Design spsram_doubled, sky130hd; sources not shown.
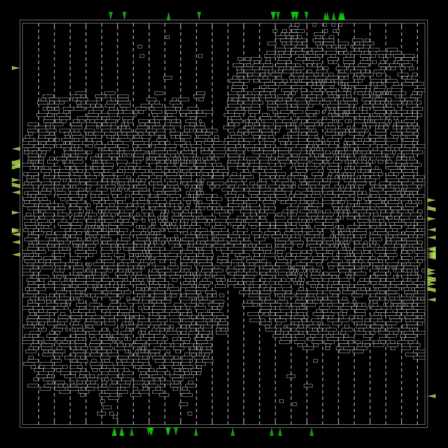
**Above:** run 1 (placement view).
flop count: 1056
fill cell count: 10.92k
post-route insts no fill: 5064
Tap Cells: 1637

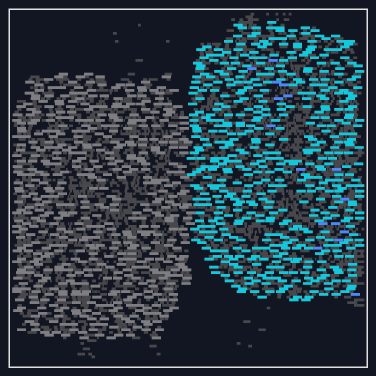
**Above:** run 1 (where the registers sit).
Scale: 1 px per micron. Other sequential cells in the stronger grey, the rest of the logic in the fainter grey.
- `u_bank_l/rdata`: blue (sequential cells 16)
- `u_bank_l/mem`: cyan (sequential cells 512)
Seq area share: 46.44%
final core occ: 46.09%

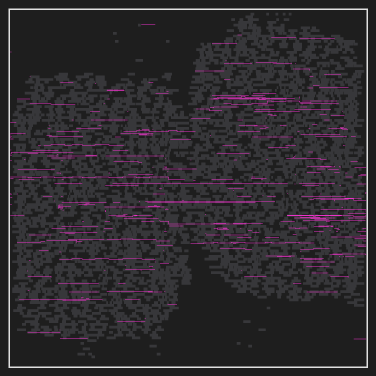
**Above:** run 1 (the metal 3 layer).
Scale: 1 px per micron. Cells faint in the background.
- wire length on this layer: 5830 microns
- main direction: horizontal
Total Wirelength: 132.9 mm
met3 GRT Util: 3.637%

==> results.cfg, run 1 <==
; generated from flow reports
[setup_path]
crit_family = simple AND/OR/NAND/NOR gates
cp_slowest_cell = dlygate4sd3_1
crit_buf_inv = 2
r2r_setup_slack_ps = -120
worstPathRequired_ps = 2290
critPathMaxStageDelay_ps = 550
r2r_cells = 5
path_cells = nor2_4, nand2_4, nor2_2, buf_4, mux2_2, dlygate4sd3_1
crit_arrival_ps = 2770
critPathLaunchType = primary input
crit_path_end_kind = flip-flop
cp_max_fo = 322
critPathKind = primary input to flip-flop
cp.depth = 6

[routing]
avgViaCountPerCell = 5.583
drtIter0Drc = 2070
vias = 28270
ant_nets = 0
routedWlPerCell_microns = 26.24
drc_errors = 0
dr.pass1.iters = 5

[placed_design]
gp_congestion = 0.7642
dp_slack_ps = -1717
dp_cells = 4754
dpl.hpwl_mm = 74.58
io_buffer_count = 0
place_area_sq_um = 51380

[die]
dieArea_sq_um = 127100
io_pins = 74
fp-row-count = 129
initCoreUtil_pct = 39.24
core_area_sq_um = 123500
die_width_microns = 356.5
die_h_microns = 356.5

[clock_tree]
clkLatencyLatePin_ps = 720
ctsResizeCount = 32
cts.sinks = 1056
postCtsSetupRepairBufs = 0
cts_buffers = 110
max-clock-path-buffers = 3
htreeDepth = 3
cts_root_buf = clkbuf_16
clkTransAtPathRegs_ps = 60
postCtsHoldBufs = 100
cts_tree = yes

[synthesis]
syn_inst = 3171
ys_area_sq_um = 48450
flop_cell = dfrtp_1
synth-warning-count = 6
synth_area_sq_um = 48450
topCellsByArea = dfrtp_1, mux2_2, mux4_2
top_cell = dfrtp_1
synth_flops = 1056
edf_count = 0
synth_top_area_share_pct = 54.54
top_cells_by_count = dfrtp_1, mux2_2, mux4_2
postSynthSeqShare_pct = 54.54
async_flop_share_pct = 100.0
fp_nets = 3213
avgSynthCellArea_sq_um = 15.28
ys_types = 54
yosysTopAreaCell = dfrtp_1
ys_cells = 3171

[final_layout]
drive_gt1_share_pct = 53.32
syn2layout_area_growth_pct = 17.45
final_net_count = 3381
final_common_cell = dfrtp_1
stdcell_area_sq_um = 56910
lay_top_cells = dfrtp_1, mux2_2, mux4_2, buf_4, clkbuf_16

[final_timing]
clock.fmax_mhz = 460.0
rsz0062_at_grt = true
setup_viol = 30
worst_pin_slew_ps = 1484
min_period_ps = 2174
min_period_over_period_pct = 127.9
finalHoldViolCount = 265
fin_ws_ps = -473.8
holdWs_ps = -853.2
max-slew-margin-rel_pct = 1.097
slew_viol_final = 0
skew_ps = 20.34

[global_route]
antenna_found_initial = 7
grt_pass1_vias = 29420
grt_pass1_wl_mm = 199.5
grt_usage_pct = 20.99
grt_max_degree = 323
grt-ovfl-total = 0

[outcome]
violations = hold timing, setup timing
run_status = finished with violations

[pwr]
total_power_mw = 62.39
ir_drop_mv = 0.9903
p_leak_nw = 25.79
powerDensity_nw_per_um2 = 1096

[run]
maxCapViolations = 0
tool_warnings = 42

[hold_path]
min_path_type = primary input to asynchronous set/reset pin
run 1: worst register-to-register path, cell delays in order, from the launching register on:
cell	delay, ps
dfrtp_1	380
mux4_2	500
a22o_1	250
a2111oi_2	310
buf_4	210
a21oi_2	50
run 1: final cells by class:
cell class | count | area [sq um]
clock inverter | 37 | 465.4
tap | 1637 | 2048
sequential | 1056 | 26430
clock buffer | 159 | 3147
antenna | 4 | 10.01
fill | 10920 | 66570
multi-input combinational | 1838 | 20790
timing repair buffer | 333 | 4020
run 1: cells by family (layout without fill, tap and decap cells):
family / Yosys count / in the layout / share of synthesized area (%)
mux: 1344 / 1344 / 35.81
flops: 1056 / 1056 / 54.54
simple gates: 302 / 302 / 3.693
buf+inv: 277 / 529 / 3.140
compound gates: 192 / 192 / 2.815
other cells: 0 / 4 / 0
run 1: per-stage QoR:
stage / utilization [%] / TNS [ps] / hold WS (ps)
2_1_floorplan: - / -5156 / -125.6
3_3_place_gp: 41.52 / -839530 / -125.2
3_5_place_dp: 41.61 / -494660 / -125.2
4_1_cts: 45.87 / -8393 / -900.9
5_1_grt: 46.08 / -1352 / -898.8
6_report: 46.09 / -6302 / -853.2
run 1: metal layers:
layer	up-vias	GRT usage (%)	wire length (microns)
met3	183	3.637	5834
met2	560	34.60	65100
met5	-	0	12
met1	15410	28.90	58920
met4	2	4.979	3002
li1	12120	-	-
run 1: where the power goes:
| group | leakage [nW] | switching, mW | internal, mW | total (mW) |
|---|---|---|---|---|
| Clock | 1.77 | 10.3 | 14.0 | 24.3 |
| Combinational | 10.0 | 3.25 | 4.80 | 8.05 |
| Sequential | 14.0 | 1.59 | 28.5 | 30.1 |
| Total | 25.8 | 15.1 | 47.3 | 62.4 |
==> inputs of run 2 (changes only) <==
--- a/config.mk
+++ b/config.mk
@@ -10,7 +10,7 @@
 export CORE_UTILIZATION = 39
 export DETAILED_ROUTE_END_ITERATION = 8
 export DONT_BUFFER_PORTS = 1
-export PLACE_DENSITY = 0.6
+export PLACE_DENSITY = 0.51
 export SLEW_MARGIN = 20
 export SYNTH_ARGS = -nofsm -noshare
 export SYNTH_HDL_FRONTEND = slang
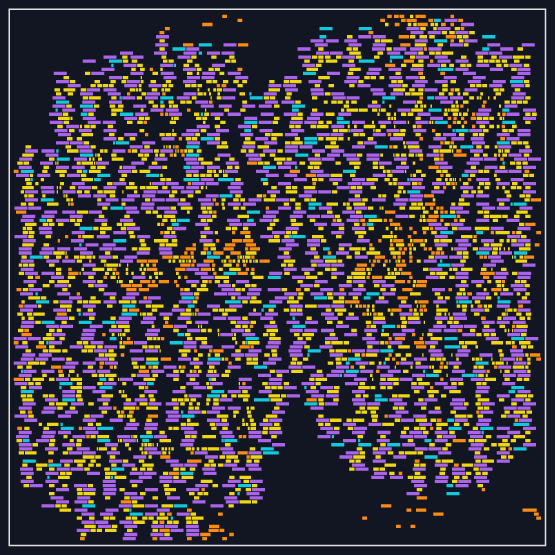
**Above:** run 2 (placement by cell class).
Scale: 1.5 px per micron.
- clock drivers and dummy loads: cyan (cells 219)
- registers: purple (cells 1056)
- remaining logic cells: yellow (cells 1838)
- remaining buffers and delay cells: orange (cells 389)
Seq area share: 45.64%
Placeable Area: 123500 sq um
Final Cell Area: 57900 sq um
cell row count: 129

==> results.cfg, run 2 <==
; generated from flow reports
[die]
initCoreUtil_pct = 39.24
die_width_microns = 356.5
io_pins = 74
dieArea_sq_um = 127100
die_h_microns = 356.5

[routing]
vias = 28850
finalWirelength_mm = 147.0
avgViaCountPerCell = 5.608
drc_errors = 0
ant_nets = 0
drtIter0Drc = 1694
routedWlPerCell_microns = 28.58
dr.pass1.iters = 5

[hold_path]
worstHoldPathCells = 3
min_path_type = primary input to flip-flop

[final_timing]
worst_pin_slew_ps = 1466
min_period_ps = 1981
max-slew-margin-rel_pct = 2.263
setup_viol = 60
skew_ps = 33.48
slew_viol_final = 0
min_period_over_period_pct = 116.6
finalHoldViolCount = 0
clock.fmax_mhz = 504.7
rsz0062_at_grt = true
fin_ws_ps = -281.4

[final_layout]
final_cells = 5144
lay_top_cells = dfrtp_1, mux2_2, buf_4, mux4_2, clkbuf_16
final_common_cell = dfrtp_1
fillers = 10720
final_net_count = 3445
syn2layout_area_growth_pct = 19.50
drive_gt1_share_pct = 54.28

[pwr]
switchingPower_mw = 15.62
p_leak_nw = 26.28
p_comb_share_pct = 12.8
seqPwrFrac_pct = 46.6
comb-power_mw = 8.31
swShare_pct = 24.11
internal-power_mw = 49.16
largestPowerGroup = registers
p_clk_share_pct = 40.6
p_clk_mw = 26.3
ir_drop_mv = 0.8536
powerDensity_nw_per_um2 = 1119

[setup_path]
crit_arrival_ps = 2580
critPathLaunchType = primary input
critPathKind = primary input to flip-flop
r2r_cells = 5
crit_path_end_kind = flip-flop
r2r_setup_slack_ps = -70
cp_max_fo = 322
worstPathRequired_ps = 2300

[synthesis]
async_flop_share_pct = 100.0
top_cell = dfrtp_1
yosysTopAreaCell = dfrtp_1
ys_sh_adder_pct = 0
synth_flops = 1056
syn_inst = 3171
ys_types = 54
synth_top_area_share_pct = 54.54
synth-warning-count = 6
ys_cells = 3171
top_logic_kind = multiplexers
ys_sh_simple_pct = 3.693
edf_count = 0
avgSynthCellArea_sq_um = 15.28
top_cells_by_count = dfrtp_1, mux2_2, mux4_2
ys_area_sq_um = 48450
postSynthSeqShare_pct = 54.54
ys_sh_mux_pct = 35.81
synth_area_sq_um = 48450
fp_nets = 3213
topCellsByArea = dfrtp_1, mux2_2, mux4_2
flop_cell = dfrtp_1
xor_area_share_pct = 0
compound_area_share_pct = 2.815

[global_route]
grt_pass1_wl_mm = 219.9
grt_max_degree = 323
grt_pass1_vias = 31880
antenna_found_initial = 1
grt-ovfl-total = 0
grt_usage_pct = 23.49

[clock_tree]
cts_buffers = 118
cts.sinks = 1056
clkLatencyLatePin_ps = 730
clkTransAtPathRegs_ps = 60
max-clock-path-buffers = 3
htreeDepth = 3
cts_tree = yes
cts_root_buf = clkbuf_16

[outcome]
violations = setup timing
run_status = finished with violations

[run]
maxCapViolations = 0
tool_warnings = 39

[placed_design]
dpl.hpwl_mm = 87.81
io_buffer_count = 0
dp_cells = 4779
gp_congestion = 0.7832
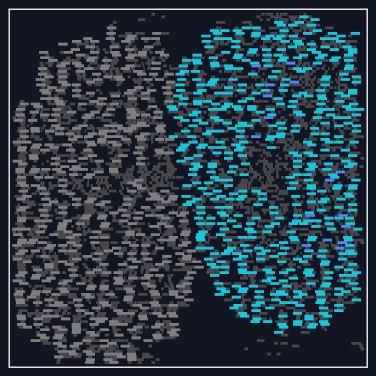
**Above:** run 2 (where the registers sit).
Scale: 1 px per micron. Other sequential cells in the stronger grey, the rest of the logic in the fainter grey.
- `u_bank_l/rdata`: blue (sequential cells 16)
- `u_bank_l/mem`: cyan (sequential cells 512)
final core occ: 46.89%
seq pwr: 30.2 mW

[run 2: netlist changes by cell type in the layout (fill, tap and decap cells not counted), moves of 6 or more]
cell	previous run	this run
buf_12	69	100
clkinv_2	16	25
dlygate4sd3_1	61	67
buf_16	20	4
clkbuf_16	112	122
buf_4	168	211
clkbuf_8	21	33
[run 2: layout make-up]
type / count / area, sq um / area share, %
multi-input combinational: 1838 / 20900 / 36.10
sequential: 1056 / 26430 / 45.64
tap: 1637 / 2048 / 3.537
clock buffer: 178 / 3551 / 6.133
timing repair buffer: 389 / 4462 / 7.706
clock inverter: 41 / 496.7 / 0.8579
antenna: 5 / 12.51 / 0.02161
[run 2: critical path, stage by stage]
cell and delay (ps):
nor2_4 470, nand2_8 120, nor2_4 210, buf_12 140, mux2_2 320, dlygate4sd3_1 560
[run 2: stage by stage]
stage               setup TNS [ps]  area, sq um  setup slack, ps  power (mW)  hold slack (ps)
global placement             -5829        51740           -483.4       37.21            66.89
finish                       -4294        57900           -281.4       64.78            26.13
CTS                          -1121        57370           -77.01       65.44           0.7129
detailed placement           -8492        51740           -534.2       37.82            68.91
floorplan                    -5156        48470           -31.36       35.76           -125.6
global route                -621.3        57890           -135.7       67.60            14.07
[run 2: repair_timing]
item                                   4_1_cts  5_1_grt
cloned                                       0        2
endpoints found under the hold margin     2021        1
pin swaps                                   14       15
gates resized                               39       45
setup endpoints to repair                   18      138
hold buffers                               108        1
buffers inserted                             0       37
[run 2: layer usage]
layer / routed length [microns] / vias to the layer above / global-route usage (%)
li1: - / 12230 / -
met1: 62180 / 15850 / 30.58
met2: 74970 / 538 / 40.76
met3: 5426 / 229 / 3.304
met4: 4417 / 0 / 6.903
met5: 0 / - / 0
Power is estimated from default activity; no workload was simulated.
